==> config.mk <==
export PLATFORM = sky130hd
export DESIGN_NAME = vslc_scan_ctrl_flat
export DESIGN_NICKNAME = d
export VERILOG_FILES = /design/src/rtl/vslc_pkg.sv /design/src/rtl/vslc_scan_ctrl_if.sv /design/src/rtl/vslc_step_wdt.sv /design/src/rtl/vslc_scan_ctrl.sv /design/src/flat_wrapper.sv
export SDC_FILE = /design/constraint.sdc
export NUM_CORES = 1
export LEC_CHECK = 0
export CAP_MARGIN = 20
export CORE_MARGIN = 5
export CORE_UTILIZATION = 39
export CTS_BUF_LIST = sky130_fd_sc_hd__clkbuf_16
export CTS_CLUSTER_SIZE = 30
export DETAILED_ROUTE_END_ITERATION = 8
export PLACE_DENSITY = 0.68
export SLEW_MARGIN = 10
export SYNTH_ARGS = -nofsm -noshare
export SYNTH_HDL_FRONTEND = slang
export SYNTH_HIERARCHICAL = 1
export SYNTH_SLANG_ARGS = --single-unit
export TNS_END_PERCENT = 20
==> constraint.sdc <==
create_clock -name clk -period 4.93 [get_ports clk]
set_input_delay 1.479 -clock clk [delete_from_list [all_inputs] [get_ports clk]]
set_output_delay 1.479 -clock clk [all_outputs]
set_load 0.05 [all_outputs]
Fig. 1: run 1, gate-type map
The bar under the picture is 20 um long.
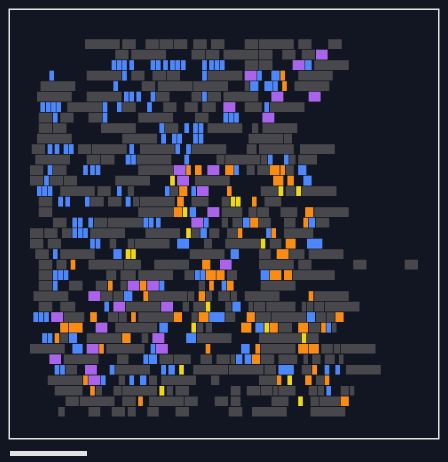
color	family	cells	most used
blue	nand cells	146	nand2_1
yellow	inv cells	18	inv_1
orange	nor cells	62	nor2_1
purple	xor and xnor cells	27	xnor2_1
final cell count without fillers: 664
most numerous logic cell after layout: sky130_fd_sc_hd__nand2_1
combinational fraction of the cell area: 41.5%

Fig. 2: run 1, met3 routing
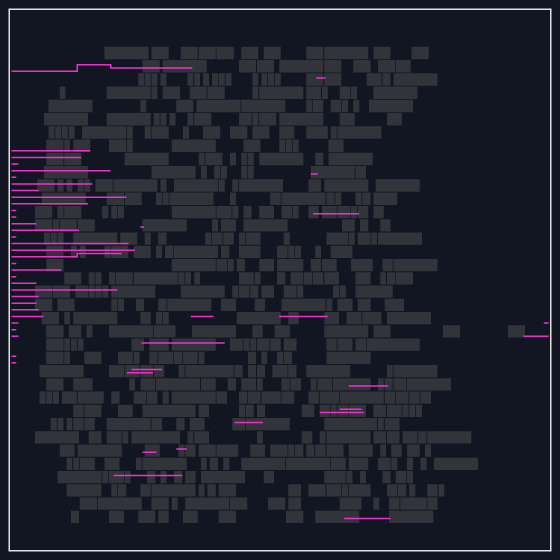
main direction	horizontal
nets with wire on the layer	45
wire length on this layer	420 um
longest straight run	25.1 um
share of all routed wire	4.3%
met3 layer usage reported by global route: 3.66%
DRT Wirelength: 9820 um
Vias: 3,445

Fig. 3: run 1, clock network drawn from the DEF
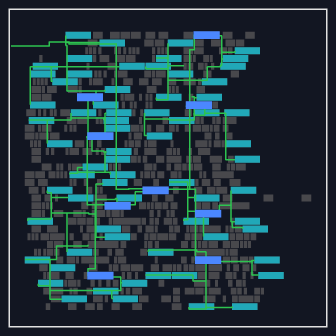
[cyan] flip-flops | count: 68
[green] clock wires | length: 984 um
[blue] clock drivers | count: 9
routed clock nets	10
clock network power share: 22.7%
Fin Clk Skew: 0.00578 ns
insertion delay of the later-clocked pin in the worst-skew pair: 0.33 ns
power of the clock network: 0.723 mW

==> out/summary.txt, run 1 <==
Final non-clock buffer share -> 15.1%
Number of warning messages in the logs -> 28
Switching portion of total power -> 42.5%
Taps Inserted -> 133
Setup repair after global routing missed its margin -> false
Tightest hold margin -> 0.469 ns
Count of clock buffers in the final design -> 9
Standard-cell row count -> 36
Layout cells sized above 1 -> 9.60%
Number of gates resized after CTS -> 0
Min cycle time layout -> 4.11 ns
Commonest cells after routing, fill and taps aside -> sky130_fd_sc_hd__nand2_1 (115), sky130_fd_sc_hd__clkdlybuf4s50_1 (71), sky130_fd_sc_hd__dfrtp_1 (68)
CTS Buf Count -> 9
Buffer type at the clock tree root -> sky130_fd_sc_hd__clkbuf_16
Antenna Violating Nets Remaining -> 0
Fin nets -> 572
Highest metal layer with signal wires -> met4
Placed cell area -> 4870 um2
Clock sink total -> 68
Number of global-route vias before repair -> 3,404
Effective utilization at floorplan -> 40.2%
Largest net degree at the start of global routing -> 46
Critical path required time -> 3.45 ns
Most Used Layer, Global Route -> met2
Grt met1 use -> 21.7%
Number of enable flip-flop cells -> 0
Psw -> 1.36 mW
H-tree depth reported by CTS -> 3
Number of instances in the placed design -> 648
Comb pwr -> 1.44 mW
Fraction of registers with async set or reset after synthesis -> 100%
Flip-flop and latch count -> 68
Remaining global-route overflow -> 0
Result of the run -> finished, final reports clean
Maximum fanout along the worst path -> 11
Largest cells by area after synthesis -> sky130_fd_sc_hd__dfrtp_1 (43%), sky130_fd_sc_hd__nand2_1 (11%), sky130_fd_sc_hd__xnor2_1 (3.8%)
Power density over cell area -> 612 nW/um2
Footprint of the multi-input gates -> 2160 um2
Worst hold stages -> 2
Relative area change from synthesis to final layout -> 31.5%
Rel. slew slack -> 60.9%
Final instance area -> 5220 um2
Die x size -> 111 um
Post-CTS Setup Inserts -> 0
Final worst setup slack -> 0.823 ns
Clock-pin slew on the worst setup and hold paths -> 0.06 ns
Met1 wire length -> 4520 um
LEAKAGE -> 2.28 nW
Half-perimeter wire length after detailed placement -> 6990 um
Yosys Instances -> 446
Flip-flop and latch count after synthesis -> 68
Total sequential power -> 1.03 mW
Boundary pin count -> 73
Worst-case register-to-register setup slack -> 2.21 ns
Routed vias/inst -> 5.19
Drt drc -> 0
Number of fillers in the final layout -> 896
Die Area -> 12,300 um2
## run 1: worst max-delay path, cell delays in order, from the launching register on
cell,delay (ns)
sky130_fd_sc_hd__dfrtp_1,0.50
sky130_fd_sc_hd__nor2b_1,0.36
sky130_fd_sc_hd__nor2b_1,0.43
sky130_fd_sc_hd__and2_1,0.19
sky130_fd_sc_hd__clkdlybuf4s50_1,0.81
## run 1: logic make-up after synthesis
| kind of cell | synth area share (%) |
|---|---|
| buffers and inverters | 3.22 |
| xor gates and xnor gates | 5.96 |
| AOI/OAI and AO/OA | 14.5 |
| and+or+nand+nor | 29.1 |
| muxes | 1.51 |
| DFF | 42.9 |
| adders and majority gates | 2.52 |
| other | 0.189 |
==> inputs of run 2 (changes only) <==
Settings changed: PLACE_DENSITY 0.68 to 0.71.
Clock period 4.93 ns to 3.5 ns, I/O delays scaled along.
Fig. 4: run 2, gate-type map
The bar under the picture is 20 um long.
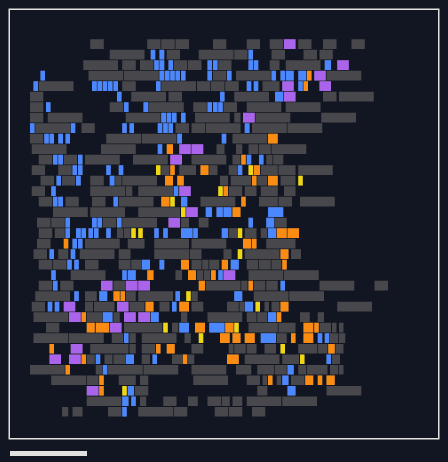
color	family	cells	most used
yellow	inv cells	18	inv_1
purple	xor and xnor cells	27	xnor2_1
orange	nor cells	62	nor2_1
blue	nand cells	146	nand2_1
final cell count without fillers: 666
combinational fraction of the cell area: 41.8%

Fig. 5: run 2, cells by drive strength
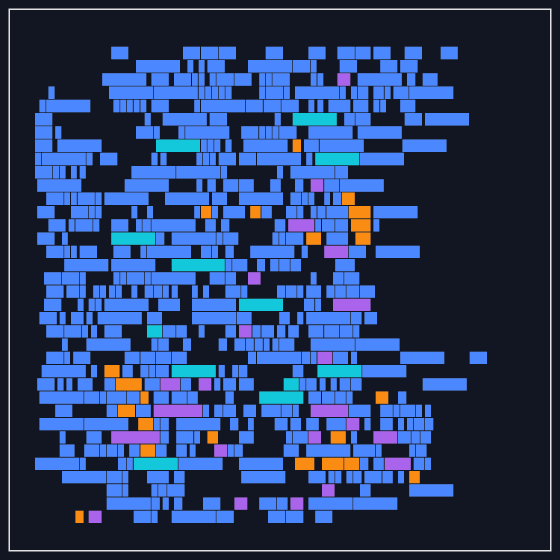
color	size	cells	share
purple	_3 and _4 cells	22	4.1%
cyan	_6 and larger	12	2.3%
orange	_2 cells	22	4.1%
blue	_0 and _1 cells	477	89%
final instance area: 5170 um2
number of ordinary and repair buffers in the finished layout: 81
final worst setup slack: 0.395 ns
relative area change from synthesis to final layout: 30.5%

Fig. 6: run 2, met3 routing
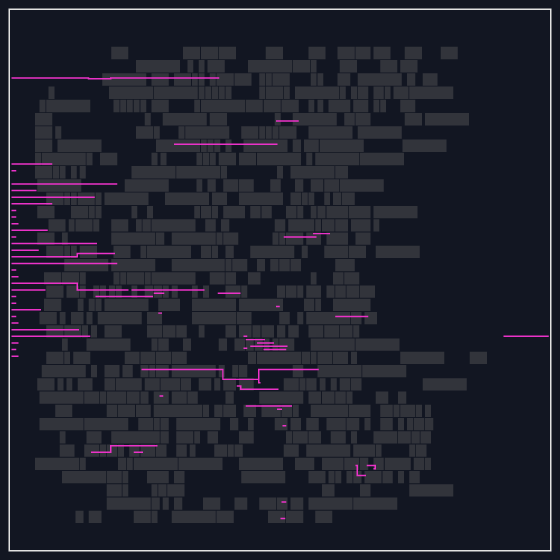
nets with wire on the layer	48
main direction	horizontal
longest straight run	22.1 um
wire length on this layer	440 um
share of all routed wire	4.6%
Vias: 3,452
DRT Wirelength: 9650 um
met3 layer usage reported by global route: 4.53%

==> out/summary.txt, run 2 <==
Effective utilization at floorplan -> 40.2%
Die Area -> 12,300 um2
Met1 wire length -> 4430 um
Drt drc -> 0
Logic depth of the worst path, buffers included -> 2
Flip-flop and latch count -> 68
Rel. slew slack -> 42.1%
Worst-case register-to-register setup slack -> 0.79 ns
LEAKAGE -> 2.27 nW
Comb pwr -> 2.02 mW
Power of the clock network -> 0.904 mW
Placed cell area -> 4880 um2
Clock-pin slew on the worst setup and hold paths -> 0.06 ns
Insertion delay of the later-clocked pin in the worst-skew pair -> 0.33 ns
Number of gates resized after CTS -> 0
Crit path max-delay cell type -> sky130_fd_sc_hd__clkdlybuf4s50_1
Half-perimeter wire length after detailed placement -> 6890 um
Antenna Violating Nets Remaining -> 0
Remaining global-route overflow -> 0
Final non-clock buffer share -> 15.0%
Psw -> 1.93 mW
Clock sink total -> 68
Clock network power share -> 20.6%
Min cycle time layout -> 3.11 ns
Fraction of synthesized cell area in xor and xnor cells -> 5.96%
Result of the run -> finished, final reports clean
Power density over cell area -> 847 nW/um2
Delay-heaviest family, CP -> buffers and inverters
Total buffers and inverters traversed by the critical path -> 1
Yosys simple share -> 29.1%
Largest net degree at the start of global routing -> 69
Series of cell instances along the critical path -> nor3b_1, clkdlybuf4s50_1
Adder and majority gate portion of the synthesized area -> 2.52%
Most numerous logic cell after layout -> sky130_fd_sc_hd__nand2_1
Post-CTS Setup Inserts -> 0
Area share of and-or/or-and cells after synthesis -> 14.5%
Setup repair after global routing missed its margin -> false
Buffer type at the clock tree root -> sky130_fd_sc_hd__clkbuf_16
Boundary pin count -> 73
Footprint of the multi-input gates -> 2160 um2
Highest metal layer with signal wires -> met4
Commonest cells after routing, fill and taps aside -> sky130_fd_sc_hd__nand2_1 (115), sky130_fd_sc_hd__clkdlybuf4s50_1 (69), sky130_fd_sc_hd__dfrtp_1 (68)
Total sequential power -> 1.46 mW
Count of clock buffers in the final design -> 9
Largest stage delay, worst path -> 0.85 ns
Grt met1 use -> 21.2%
Yosys Instances -> 446
Number of enable flip-flop cells -> 0
Standard-cell row count -> 36
Critical path required time -> 2.45 ns
CTS Buf Count -> 9
H-tree depth reported by CTS -> 3
==> run 2: cell count changes in the layout (fill, tap and decap cells not counted) <==
cell | previous run | this run
sky130_fd_sc_hd__buf_4 | 7 | 11
sky130_fd_sc_hd__clkdlybuf4s50_1 | 71 | 69
sky130_fd_sc_hd__clkinv_4 | 0 | 1
sky130_fd_sc_hd__buf_12 | 1 | 0
sky130_fd_sc_hd__clkinvlp_4 | 0 | 1
sky130_fd_sc_hd__inv_6 | 0 | 2
sky130_fd_sc_hd__bufinv_16 | 3 | 1
sky130_fd_sc_hd__clkinv_1 | 1 | 0
==> run 2: metrics by stage <==
stage / hold WS [ns] / std cells
floorplan: 0.465 / 452
global placement: 0.457 / 650
detailed placement: 0.465 / 650
CTS: 0.478 / 666
global route: 0.503 / 666
finish: 0.475 / 666
No activity file was given, so power comes from the tool's default toggle rates.
